File: config.mk
export PLATFORM = sky130hd
export DESIGN_NAME = mcp_core_hs
export DESIGN_NICKNAME = d
export VERILOG_FILES = /design/src/rtl/mcp_core_hs.sv
export SDC_FILE = /design/constraint.sdc
export NUM_CORES = 2
export LEC_CHECK = 0
export ABC_AREA = 1
export CAP_MARGIN = 20
export CORE_AREA = 2 2 499 501
export CTS_BUF_LIST = sky130_fd_sc_hd__clkbuf_8
export CTS_CLUSTER_SIZE = 30
export DETAILED_ROUTE_END_ITERATION = 10
export DIE_AREA = 0 0 501 503
export PLACE_DENSITY = 0.44
export SLEW_MARGIN = 30
export SYNTH_ARGS = -nofsm -noshare
export SYNTH_HDL_FRONTEND = slang
export SYNTH_SLANG_ARGS = --single-unit
File: constraint.sdc
create_clock -name clk_i -period 5.07 [get_ports clk_i]
set_clock_uncertainty 0.05 [all_clocks]
set_input_delay 1.014 -clock clk_i [delete_from_list [all_inputs] [get_ports clk_i]]
set_output_delay 1.014 -clock clk_i [all_outputs]
set_load 0.02 [all_outputs]
File: src/rtl/mcp_core_hs.sv
// Multicycle MIPS-subset core (lw/sw/add/sub/and/or/slt/addi/beq/j) on a unified req/ready memory.
// Define MCP_PERF_CNT_EN to add the instret_o32/cycle_o32 performance counters.
module mcp_core_hs #(
  parameter logic [31:0] RESET_PC = 32'h0000_0000,
  parameter int unsigned NUM_REGS = 32
) (
  input  logic        clk_i,
  input  logic        reset_ni,
  output logic        mem_req_o,
  output logic        mem_we_o,
  output logic [31:0] mem_addr_o32,
  output logic [31:0] mem_wdata_o32,
  input  logic [31:0] mem_rdata_i32,
  input  logic        mem_ready_i,
  output logic        halted_o,
`ifdef MCP_PERF_CNT_EN
  output logic [31:0] instret_o32,
  output logic [31:0] cycle_o32,
`endif
  output logic [31:0] pc_o32
);

  localparam int unsigned AW = (NUM_REGS > 1) ? $clog2(NUM_REGS) : 1;

  localparam logic [5:0] OP_RTYPE = 6'h00;
  localparam logic [5:0] OP_J     = 6'h02;
  localparam logic [5:0] OP_BEQ   = 6'h04;
  localparam logic [5:0] OP_ADDI  = 6'h08;
  localparam logic [5:0] OP_LW    = 6'h23;
  localparam logic [5:0] OP_SW    = 6'h2B;

  typedef enum logic [3:0] {
    S_FETCH, S_DECODE, S_MEMADR, S_MEMRD, S_MEMWB, S_MEMWR, S_EXEC,
    S_ALUWB, S_ADDIEX, S_ADDIWB, S_BRANCH, S_JUMP, S_HALT
  } state_t;

  state_t      state, state_n;
  logic [31:0] pc, ir, dr, a, b, aluout;
  logic [31:0] rf [NUM_REGS];

  logic [5:0]  opcode, funct;
  logic [4:0]  rs, rt, rd;
  logic [31:0] signimm, alu_res, rs_val, rt_val;
  logic        funct_ok, xfer;
  logic        rf_we;
  logic [4:0]  rf_waddr;
  logic [31:0] rf_wdata;

  assign opcode  = ir[31:26];
  assign rs      = ir[25:21];
  assign rt      = ir[20:16];
  assign rd      = ir[15:11];
  assign funct   = ir[5:0];
  assign signimm = {{16{ir[15]}}, ir[15:0]};

  function automatic logic [31:0] rf_read(input logic [4:0] idx);
    if (idx == '0 || 32'(idx) >= NUM_REGS) return '0;
    return rf[idx[AW-1:0]];
  endfunction

  assign rs_val = rf_read(rs);
  assign rt_val = rf_read(rt);

  always_comb begin
    funct_ok = 1'b1;
    alu_res  = '0;
    unique case (funct)
      6'h20: alu_res = a + b;
      6'h22: alu_res = a - b;
      6'h24: alu_res = a & b;
      6'h25: alu_res = a | b;
      6'h2A: alu_res = {31'b0, $signed(a) < $signed(b)};
      default: funct_ok = 1'b0;
    endcase
  end

  // Request is gated by reset_ni so the bus goes idle the instant reset asserts.
  assign mem_req_o     = reset_ni && (state == S_FETCH || state == S_MEMRD || state == S_MEMWR);
  assign mem_we_o      = reset_ni && (state == S_MEMWR);
  assign mem_addr_o32  = (state == S_FETCH) ? pc : aluout;
  assign mem_wdata_o32 = (state == S_MEMWR) ? b : '0;
  assign halted_o      = (state == S_HALT);
  assign pc_o32        = pc;
  assign xfer          = mem_req_o && mem_ready_i;

  always_ff @(posedge clk_i or negedge reset_ni) begin
    if (!reset_ni) state <= S_FETCH;
    else           state <= state_n;
  end

  always_comb begin
    state_n  = state;
    rf_we    = 1'b0;
    rf_waddr = rt;
    rf_wdata = aluout;
    unique case (state)
      S_FETCH:  if (xfer) state_n = S_DECODE;
      S_DECODE: begin
        unique case (opcode)
          OP_LW, OP_SW: state_n = S_MEMADR;
          OP_RTYPE:     state_n = funct_ok ? S_EXEC : S_HALT;
          OP_ADDI:      state_n = S_ADDIEX;
          OP_BEQ:       state_n = S_BRANCH;
          OP_J:         state_n = S_JUMP;
          default:      state_n = S_HALT;
        endcase
      end
      S_MEMADR: state_n = (opcode == OP_LW) ? S_MEMRD : S_MEMWR;
      S_MEMRD:  if (xfer) state_n = S_MEMWB;
      S_MEMWB: begin
        rf_we    = 1'b1;
        rf_wdata = dr;
        state_n  = S_FETCH;
      end
      S_MEMWR:  if (xfer) state_n = S_FETCH;
      S_EXEC:   state_n = S_ALUWB;
      S_ALUWB: begin
        rf_we    = 1'b1;
        rf_waddr = rd;
        state_n  = S_FETCH;
      end
      S_ADDIEX: state_n = S_ADDIWB;
      S_ADDIWB: begin
        rf_we   = 1'b1;
        state_n = S_FETCH;
      end
      S_BRANCH, S_JUMP: state_n = S_FETCH;
      S_HALT:   state_n = S_HALT;
      default:  state_n = S_HALT;
    endcase
  end

  always_ff @(posedge clk_i or negedge reset_ni) begin
    if (!reset_ni) begin
      pc     <= RESET_PC;
      ir     <= '0;
      dr     <= '0;
      a      <= '0;
      b      <= '0;
      aluout <= '0;
      for (int unsigned i = 0; i < NUM_REGS; i++) rf[i] <= '0;
    end else begin
      unique case (state)
        S_FETCH: if (xfer) begin
          ir <= mem_rdata_i32;
          pc <= pc + 32'd4;
        end
        S_DECODE: begin
          a      <= rs_val;
          b      <= rt_val;
          aluout <= pc + (signimm << 2);
        end
        S_MEMADR, S_ADDIEX: aluout <= a + signimm;
        S_MEMRD:  if (xfer) dr <= mem_rdata_i32;
        S_EXEC:   aluout <= alu_res;
        S_BRANCH: if (a == b) pc <= aluout;
        S_JUMP:   pc <= {pc[31:28], ir[25:0], 2'b00};
        default: ;
      endcase
      if (rf_we && rf_waddr != '0 && 32'(rf_waddr) < NUM_REGS)
        rf[rf_waddr[AW-1:0]] <= rf_wdata;
    end
  end

`ifdef MCP_PERF_CNT_EN
  logic retire;
  assign retire = (state == S_MEMWB) || (state == S_ALUWB) || (state == S_ADDIWB) ||
                  (state == S_BRANCH) || (state == S_JUMP) || (state == S_MEMWR && xfer);

  always_ff @(posedge clk_i or negedge reset_ni) begin
    if (!reset_ni) begin
      cycle_o32   <= '0;
      instret_o32 <= '0;
    end else if (state != S_HALT) begin
      cycle_o32 <= cycle_o32 + 32'd1;
      if (retire) instret_o32 <= instret_o32 + 32'd1;
    end
  end
`endif

endmodule

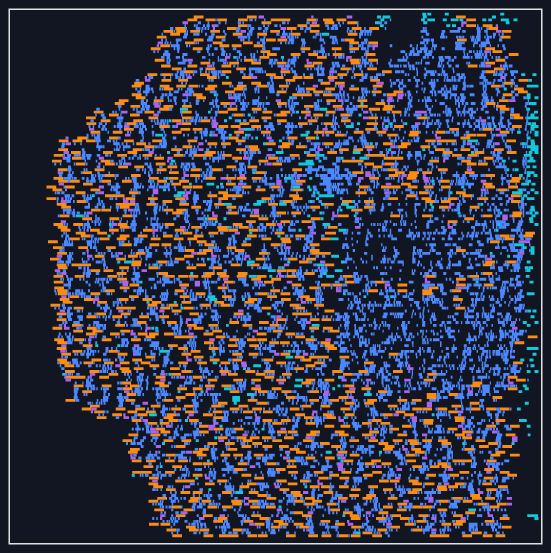
(cells coloured by class)
Key: purple = clock drivers and dummy loads [cells 401]; orange = flops [cells 1220]; blue = combinational and other logic [cells 8415]; cyan = other buffers and delay cells [cells 343]

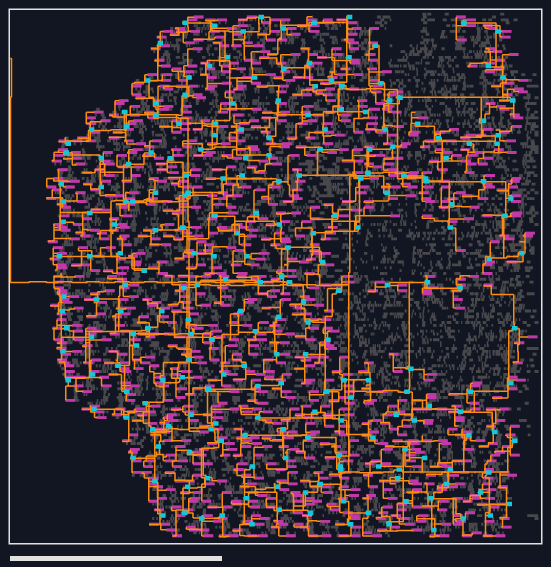
(routed clock nets over the placement)
Bar = 200 um.
Key: orange = clock wires [length 21.6 mm]; cyan = clock drivers [count 230]; magenta = flip-flops [count 1220]
There are 231 routed clock nets. Position of the flops: all over the die.

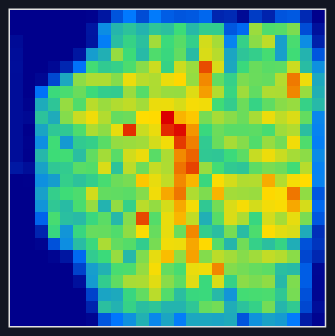
(routed metal per tile)
25 x 25 tiles, from dark blue (low) to red (high), scaled to the fullest tile. Values are wire area over tile area, all layers added.
The mean over all tiles is 0.24. The emptiest ninth of the die: south-west. The fullest tile reaches 0.55.
routed len/inst: 27.0 um
Tot GR Track Use: 0.284
final wirelength: 368 mm
via count: 76300

==> results_slide.txt <==
Implementation Results

Place
  – Placed cell area: 0.0785 mm^2
  – Dpl ws: 1050 ps

Final timing
  – Worst setup margin: 152 ps
  – Final setup vio count: 0
  – Worst hold slack: 342 ps
  – Worst slew pin tran: 1110 ps

Synthesis
  – Yosys cell count: 10500
  – Post-Syn Area per Cell: 7.04 um^2

Global route
  – GRT met3 Usage: 0.0490

Final layout
  – Non-clk bufs: 343
  – Nets: 10400
  – Top cells excl fill/tap: 2200 x o21ai_0, 1856 x nand2_1, 1437 x nor2_1
  – Finished Core Util: 0.336
  – Area growth syn-to-layout: 12.9%

Setup path
  – CP Depth: 6
  – Crit path launch type: flip-flop
  – R2R cell count: 14
  – Critical path capture point type: primary output

Power and ir drop
  – Top power group: combinational logic

Status
  – Status: complete, no violations

Clock tree
  – Max Root-Sink Buffers: 3
  – # H-tree levels: 4
Power and IR drop assume default switching activity.
